File: src/rtl/pattern_detect_sched.sv
// Round-robin scheduler that time-shares one 4-bit serial pattern detector
// among N_REQ requesters: load pattern, stream bits, count matches, report.
module pattern_detect_sched #(
  parameter int N_REQ = 4,
  parameter int LEN_W = 8,
  parameter int CNT_W = 8
) (
  input  logic                   clk,
  input  logic                   rst,
  input  logic [N_REQ-1:0]       req,
  input  logic [4*N_REQ-1:0]     req_pattern,
  input  logic [LEN_W*N_REQ-1:0] req_len,
  input  logic [N_REQ-1:0]       s_valid,
  input  logic [N_REQ-1:0]       s_data,
  output logic [N_REQ-1:0]       s_ready,
  output logic [N_REQ-1:0]       grant,
  output logic [N_REQ-1:0]       done,
  output logic [CNT_W-1:0]       result_count,
  output logic                   result_abort,
  output logic                   busy,
  output logic                   det_load_pattern,
  output logic [3:0]             det_pattern,
  output logic                   det_data_in,
  output logic                   det_input_valid,
  input  logic                   det_match
);

  localparam int IDX_W = (N_REQ > 1) ? $clog2(N_REQ) : 1;

  localparam logic [2:0] S_IDLE   = 3'd0;
  localparam logic [2:0] S_LOAD   = 3'd1;
  localparam logic [2:0] S_STREAM = 3'd2;
  localparam logic [2:0] S_DRAIN  = 3'd3;
  localparam logic [2:0] S_DONE   = 3'd4;

  logic [2:0]       state;
  logic [IDX_W-1:0] owner;
  logic [IDX_W-1:0] last;
  logic [IDX_W-1:0] winner;
  logic             found;
  logic [3:0]       pat_q;
  logic [LEN_W-1:0] remain;
  logic [CNT_W-1:0] count;
  logic             aborted;
  logic             drain_second;
  logic [N_REQ-1:0] owner_hot;
  logic             match_en;

  // Round-robin search starting just after the previous owner, wrapping.
  always_comb begin
    // NOTE: every variable gets a default before the loop so no latch is inferred.
    winner = last;
    found  = 1'b0;
    for (int k = 1; k <= N_REQ; k++) begin
      if (!found && req[(int'(last) + k) % N_REQ]) begin
        winner = IDX_W'((int'(last) + k) % N_REQ);
        found  = 1'b1;
      end
    end
  end

  assign match_en = det_match && ((state == S_STREAM) || (state == S_DRAIN));

  always_ff @(posedge clk or negedge rst) begin
    if (!rst) begin
      state        <= S_IDLE;
      owner        <= '0;
      last         <= IDX_W'(N_REQ - 1);
      pat_q        <= '0;
      remain       <= '0;
      count        <= '0;
      aborted      <= 1'b0;
      drain_second <= 1'b0;
    end else begin
      // NOTE: non-blocking assignments keep every register sampling pre-edge values.
      if (match_en && (count != '1)) count <= count + 1'b1;

      case (state)
        S_IDLE: begin
          if (found) begin
            owner   <= winner;
            pat_q   <= req_pattern[4*winner +: 4];
            remain  <= req_len[LEN_W*winner +: LEN_W];
            count   <= '0;
            aborted <= 1'b0;
            state   <= S_LOAD;
          end
        end
        S_LOAD: begin
          if (!req[owner]) begin
            aborted <= 1'b1;
            state   <= S_DONE;
          end else if (remain == '0) begin
            state <= S_DONE;
          end else begin
            state <= S_STREAM;
          end
        end
        S_STREAM: begin
          if (!req[owner]) begin
            aborted <= 1'b1;
            state   <= S_DONE;
          end else if (s_valid[owner]) begin
            remain <= remain - 1'b1;
            if (remain == LEN_W'(1)) begin
              drain_second <= 1'b0;
              state        <= S_DRAIN;
            end
          end
        end
        S_DRAIN: begin
          if (!req[owner]) begin
            aborted <= 1'b1;
            state   <= S_DONE;
          end else if (drain_second) begin
            state <= S_DONE;
          end else begin
            drain_second <= 1'b1;
          end
        end
        S_DONE: begin
          last  <= owner;
          state <= S_IDLE;
        end
        default: state <= S_IDLE;
      endcase
    end
  end

  // Outputs decode registered state/owner; only the stream path passes through.
  assign owner_hot        = N_REQ'(1) << owner;
  assign busy             = (state != S_IDLE);
  assign grant            = busy ? owner_hot : '0;
  assign s_ready          = (state == S_STREAM) ? owner_hot : '0;
  assign done             = (state == S_DONE) ? owner_hot : '0;
  assign det_load_pattern = (state == S_LOAD);
  assign det_pattern      = (state == S_LOAD) ? pat_q : 4'h0;
  assign det_input_valid  = (state == S_STREAM) && s_valid[owner];
  assign det_data_in      = (state == S_STREAM) && s_data[owner];
  assign result_count     = count;
  assign result_abort     = aborted;

endmodule

File: config.mk
export PLATFORM = sky130hd
export DESIGN_NAME = pattern_detect_sched
export DESIGN_NICKNAME = d
export VERILOG_FILES = /design/src/rtl/pattern_detect_sched.sv
export SDC_FILE = /design/constraint.sdc
export NUM_CORES = 1
export LEC_CHECK = 0
export CAP_MARGIN = 0
export CORE_MARGIN = 2
export CORE_UTILIZATION = 39
export DETAILED_ROUTE_END_ITERATION = 6
export HOLD_SLACK_MARGIN = 0.03
export PLACE_DENSITY = 0.83
export SLEW_MARGIN = 40
export SYNTH_ARGS = -nofsm -noshare
export SYNTH_HDL_FRONTEND = slang
export SYNTH_SLANG_ARGS = --single-unit
File: constraint.sdc
create_clock -name clk -period 2 [get_ports clk]
set_input_delay 0.3 -clock clk [delete_from_list [all_inputs] [get_ports clk]]
set_output_delay 0.3 -clock clk [all_outputs]
set_load 0.01 [all_outputs]
Run 1, clock wiring as the flow saved it:
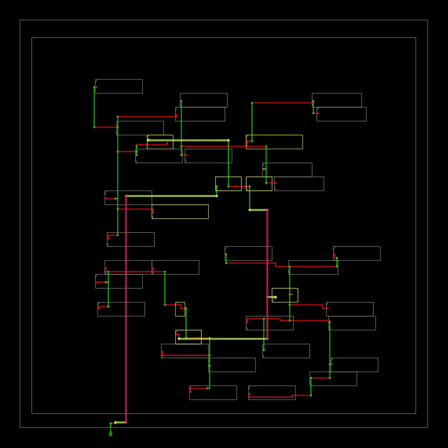
Num CTS Buffers: 5
Sink Count: 29
Skew-Pair Late Insertion Delay: 0.29 ns
clock distribution power: 742 uW
CLK BUF: 5

Run 1, routed clock nets over the placement:
Scale bar: 20 um.
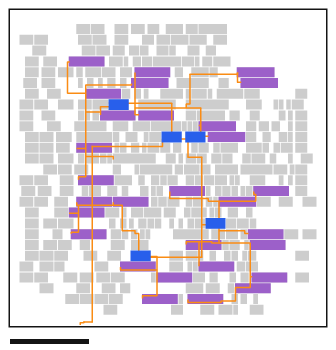
Orange is clock wires, length 456 um. Purple is flip-flops, count 29. Blue is clock-net drivers, count 5.
There are 6 routed clock nets.

==> CHANGELOG.md, run 1 <==
### Changed

* Most frequent cells after synthesis: dfrtp_1, mux2i_1, nor2_1
* Worst EP arrival at 2.19 ns
* Antenna violations before repair at 0
* DP Area at 3369 um2
* Setup Viol. Count Final at 0
* Worst hold slack at 0.3970 ns
* Pin count of the biggest net entering global routing at 30
* Ys flop type: dfrtp_1
* Util after Layout at 0.6644
* Chip Footprint at 6335 um2
* Seq pwr at 1090 uW
* Drt pass-1 iters at 4
* Logic area at 1448 um2
* Row count at 27
* Layout cell share with drive strength beyond 1 at 0.2418
* AO/OA Area Share at 0.1701
* Largest family of logic cells by area: simple AND/OR/NAND/NOR gates
* Mux area share at 0.2072
* Flop share of the area at 0.2004
* Dominant cell type by area after synthesis: dfrtp_1
* CP bufs+invs at 2
* Layout Skew at 0.01004 ns
* CP max stage cell: or4_1
* Basic Gates by Area at 0.2145
* Synth async-reset ratio at 1.000
* Worst Hold Class: primary input to async pin
* GR Overflow Total at 0
* Synth top area share at 0.3032
* CTS root buf: clkbuf_8
* Post-Syn Instances at 243
* Fp_density at 0.4047
* Critical R2R Launch: owner[0]
* # IOs at 92
* Non-clock buffering overhead at 0.3328
* Tapcell count at 72
* Seq share, synth at 0.3268
* XOR Share, Synth at 0.01572
* Startpoint types: register
* Post-placement cell count at 419
* Postcts setup bufs at 4
* CTS max path bufs at 2
* Critical path class: register to register
* Non-clk bufs at 125
* Final Max Slew Viols at 0
* Place WS at -0.2899 ns
* First-pass GRT wire length at 10.68 mm
* Comb pwr share at 0.610
* Max-cap viol count at 0
* CORE AREA at 5507 um2
* Vias/cell at 5.291
* Worst-Margin Slew at 0.4388 ns
* Clk slew on worst S/H paths at 0.07 ns
* Cell area after layout at 3659 um2
* Rel. slew slack at 0.7048
* Netlist cell types at 54
* CP top delay family: simple AND/OR/NAND/NOR gates
* Post-layout power at 4700 uW
* Synth warn at 0
* Top pwr grp: combinational cells
* Max VDD drop at 600.9 uV
* R2r setup slk at 0.04 ns
* Hpwl dp at 4.951 mm
* Starting DRT DRC Count at 129
* Die Width at 79.59 um
* Yosys cell count at 243
* PortBufs at 91
* GRT Overall Usage at 0.2160
* Worst R2R Path Depth at 7
* Tool Warnings at 28
* Leakage at 0.001658 uW
* Adder Share, Synth at 0.01684
* RSZ-0062 raised after global routing: true
* CTS tree: yes
* Chip area in the Yosys report at 2228 um2
* Top class by area: multi-input combinational cells
* Multi-input gates at 193
* Seq pwr share at 0.232
* Vias in the first global route at 2292
* Non-filler instance count after layout at 436
* Status: finished clean
* Sw Share at 0.3897
* Clock period minus worst slack at 1.964 ns
* Hold Buf Count CTS at 0
* Inverters at 9
* H-tree Lvls at 2
* Internal power at 2869 uW
* Critical path depth in cells at 7
* Critical Path Source: owner[0]
* Power Dens Cells at 1285 nW/um2
* CP max stage delay at 0.54 ns
* Multi-input combinational area share at 0.3957
* Cell Chain, Critical Path: buf_12 -> mux4_2 -> inv_4 -> or4_1 -> a21oi_2 -> o22ai_2 -> nand2_1
* Area grow syn2layout at 64.18%
* Filler cells at 458
* Routed Antenna Nets at 0
* Biggest area cells: dfrtp_1, mux2i_1, mux2_2
* NumNets Final at 429
* Power Combinational at 2870 uW
* Worst Setup EP: remain[6]
* Final period util at 0.9818
* EDFF count, synth at 0
* Seq. cell area at 733.2 um2
* Post-synthesis register bit count at 29
* FMAX at 509.3 MHz
* Crit path max fanout at 4
* Endpoint class of the critical path: register
* Fin worst setup slack at 0.03633 ns
* Die height at 79.59 um
* Syn Nets at 309
* Drt wl/cell at 14.87 um
* Setup_tns at 0 ns
* Switching pwr at 1831 uW
* Detailed-route DRC error count at 0
* Flop count at 29
* Synthesized cell area at 2228 um2
* Clk pwr share at 0.158
* Mean Syn Cell Area at 9.170 um2
* CP required at 2.22 ns
* Post_cts resized at 30
* ClkCell Share at 0.03659
* Final Hold Vio Count at 0
* Placer Congestion at 0.9440
* # diodes at 0
Run 1, metal 3:
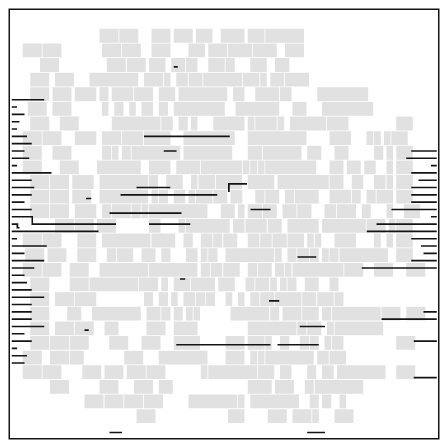
The layer holds 5.6% of the routed length. The longest straight run is 17.7 um. 69 nets have wire on it. The layer carries 365 um of wire. The wires run mostly horizontal.
Total Wirelength: 6.484 mm
routed vias: 2307
GR Util met3: 0.04186

==> run 1: per-layer routing <==
layer,share of wire,global-route usage,up-vias
met5,0,0,-
met2,0.51,0.3706,83
met4,0.022,0.07586,0
met3,0.056,0.04186,13
li1,-,-,1121
met1,0.41,0.2696,1090
==> run 1: flip-flops by register name (all words and copies together) (netlist names) <==
name          count
last              2
result_count      8
state             3
drain_second      1
owner             2
pat_q             4
remain            8
result_abort      1
==> run 1: layout by cell type (no fill, tap or decap), types with 7 or more instances in the layout <==
cell type,count
nor3_1,10
o21ai_0,11
a21oi_1,11
clkdlybuf4s50_1,68
buf_4,27
dfrtp_1,23
mux2i_1,27
dlygate4sd2_1,16
mux2_2,9
nor2_1,22
nand2_1,20
o21ai_1,9
nand2b_1,7
## Run 2: what changed since run 1
--- a/config.mk
+++ b/config.mk
@@ -5,6 +5,7 @@
 export SDC_FILE = /design/constraint.sdc
 export NUM_CORES = 1
 export LEC_CHECK = 0
+export ABC_CLOCK_PERIOD_IN_PS = 2000
 export CAP_MARGIN = 0
 export CORE_MARGIN = 2
 export CORE_UTILIZATION = 39
Run 2, routed clock nets over the placement:
Scale bar: 20 um.
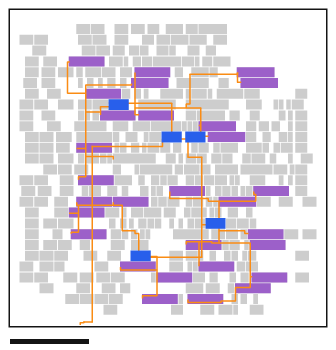
Purple is flip-flops, count 29. Blue is clock-net drivers, count 5. Orange is clock wires, length 456 um.
There are 6 routed clock nets.

Run 2, wire density map:
Scale bar: 20 um. 16 x 16 tiles, from white (low) to dark blue (high), scaled to the fullest tile. Values are wire area over tile area, all layers added.
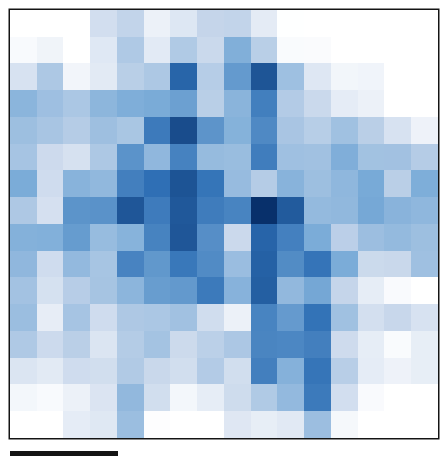
The fullest tile reaches 0.49. The emptiest ninth of the die: upper right. 11% of the tiles are nearly empty. The mean over all tiles is 0.16.

==> CHANGELOG.md, run 2 <==
### Changed

* Drt wl/cell at 14.87 um (unchanged)
* WL met1 at 2.688 mm (unchanged)
* Mux area share at 0.2072 (unchanged)
* Basic Gates by Area at 0.2145 (unchanged)
* Multi-input gates at 193 (unchanged)
* Chip area in the Yosys report at 2228 um2 (unchanged)
* Setup Viol. Count Final at 0 (unchanged)
* # diodes at 0 (unchanged)
* Critical path class: register to register
* Non-clock buffering overhead at 0.3328 (unchanged)
* Routed Antenna Nets at 0 (unchanged)
* Most numerous logic cells after layout: clkdlybuf4s50_1, mux2i_1, buf_4, dfrtp_1, nor2_1
* Synth async-reset ratio at 1.000 (unchanged)
* Post-layout power at 4700 uW (unchanged)
* Clk pwr share at 0.158 (about the same)
* Status: finished clean
* Worst Hold Class: primary input to async pin
* Rel. slew slack at 0.7048 (unchanged)
* Sw Share at 0.3897 (unchanged)
* Synthesized cell area at 2228 um2 (unchanged)
* Clock period minus worst slack at 1.964 ns (unchanged)
* GR Layer Usage met2 at 0.3706 (unchanged)
* Adder Share, Synth at 0.01684 (unchanged)
* Met1 usage at 0.2696 (unchanged)
* AO/OA Area Share at 0.1701 (unchanged)
* Max-cap viol count at 0 (unchanged)
* Filler cells at 458 (unchanged)
* Crit path max fanout at 4 (unchanged)
* GR Util met3 at 0.04186 (unchanged)
* PortBufs at 91 (unchanged)
* Pin count of the biggest net entering global routing at 30 (unchanged)
* H-tree Lvls at 2 (unchanged)
* ClkCell Share at 0.03659 (unchanged)
* Postcts setup bufs at 4 (unchanged)
* Flop share of the area at 0.2004 (unchanged)
* Fin worst setup slack at 0.03633 ns (unchanged)
* Gr busiest metal: met2
* Leakage at 0.001658 uW (unchanged)
* CP required at 2.22 ns (about the same)
* Die height at 79.59 um (unchanged)
* Seq pwr at 1090 uW (about the same)
* Post-Syn Instances at 243 (unchanged)
* Comb pwr share at 0.610 (about the same)
* Post-synthesis register bit count at 29 (unchanged)
* Switching pwr at 1831 uW (unchanged)
* Place WS at -0.2899 ns (unchanged)
* Tapcell count at 72 (unchanged)
* Final period util at 0.9818 (unchanged)
* NumNets Final at 429 (unchanged)
* Dominant cell type by area after synthesis: dfrtp_1
* DP Area at 3369 um2 (unchanged)
* Mean Syn Cell Area at 9.170 um2 (unchanged)
* Hold Buf Count CTS at 0 (unchanged)
* Met2 WL at 3.289 mm (unchanged)
* Num CTS Buffers at 5 (unchanged)
* Cell Chain, Critical Path: buf_12 -> mux4_2 -> inv_4 -> or4_1 -> a21oi_2 -> o22ai_2 -> nand2_1
* GRT Overall Usage at 0.2160 (unchanged)
* Layout Skew at 0.01004 ns (unchanged)
* Startpoint types: register
* Worst R2R Path Depth at 7 (unchanged)
* Critical path depth in cells at 7 (unchanged)
* Power Dens Cells at 1285 nW/um2 (unchanged)
* CORE AREA at 5507 um2 (unchanged)
* Netlist cell types at 54 (unchanged)
* Clk slew on worst S/H paths at 0.07 ns (about the same)
* Total Wirelength at 6.484 mm (unchanged)
* Row count at 27 (unchanged)
* Final Hold Vio Count at 0 (unchanged)
* Worst-Margin Slew at 0.4388 ns (unchanged)
* Layout cell share with drive strength beyond 1 at 0.2418 (unchanged)
* CTS max path bufs at 2 (unchanged)
* Endpoint class of the critical path: register
* Yosys cell count at 243 (unchanged)
* Detailed-route DRC error count at 0 (unchanged)
* Cell area after layout at 3659 um2 (unchanged)
* EDFF count, synth at 0 (unchanged)
* Vias/cell at 5.291 (unchanged)
* Vias in the first global route at 2292 (unchanged)
* Worst hold slack at 0.3970 ns (unchanged)
* Largest family of logic cells by area: simple AND/OR/NAND/NOR gates
* CTS root buf: clkbuf_8
* CLK BUF at 5 (unchanged)
* Logic area at 1448 um2 (unchanged)
* Synth warn at 0 (unchanged)
* Skew-Pair Late Insertion Delay at 0.29 ns (about the same)
* Post-placement cell count at 419 (unchanged)
* Final Max Slew Viols at 0 (unchanged)
* Placer Congestion at 0.9440 (unchanged)
* Most frequent cells after synthesis: dfrtp_1, mux2i_1, nor2_1
* Util after Layout at 0.6644 (unchanged)
* Flop count at 29 (unchanged)
* Seq share, synth at 0.3268 (unchanged)
* CP max stage cell: or4_1
* Drt pass-1 iters at 4 (unchanged)
* CTS tree: yes
* Power Combinational at 2870 uW (about the same)
* Seq pwr share at 0.232 (about the same)
* Chip Footprint at 6335 um2 (unchanged)
* RSZ-0062 raised after global routing: true
* Multi-input combinational area share at 0.3957 (unchanged)
* Clock distribution power at 742 uW (about the same)
* CP top delay family: simple AND/OR/NAND/NOR gates
* FMAX at 509.3 MHz (unchanged)
* Seq. cell area at 733.2 um2 (unchanged)
* Area grow syn2layout at 64.18% (unchanged)
* Antenna violations before repair at 0 (unchanged)
run 2: cell counts in the layout (fill, tap and decap cells not counted):
No cell type changed its count.
run 2: worst paths after layout:
| check | start | end | slack, ns |
|---|---|---|---|
| worst max register to register | owner[0] | remain[6] | 0.04 |
| worst min register to register | pat_q[2] | pat_q[2] | 0.49 |
| max in group asynchronous | rst | last[1] | 1.27 |
| worst min-delay path | rst | result_count[2] | 0.40 |
| min in group clk | pat_q[2] | pat_q[2] | 0.49 |
| worst max-delay path | owner[0] | remain[6] | 0.04 |
run 2: cell families (layout without fill, tap and decap cells):
family | after synthesis | after routing
AND/OR/NAND/NOR | 93 | 93
AND-OR/OR-AND | 53 | 53
multiplexers | 40 | 40
flip-flops | 29 | 29
buffers and inverters | 21 | 142
XOR/XNOR | 4 | 4
adder cells (fa/ha/maj) | 3 | 3
Power is estimated from default activity; no workload was simulated.
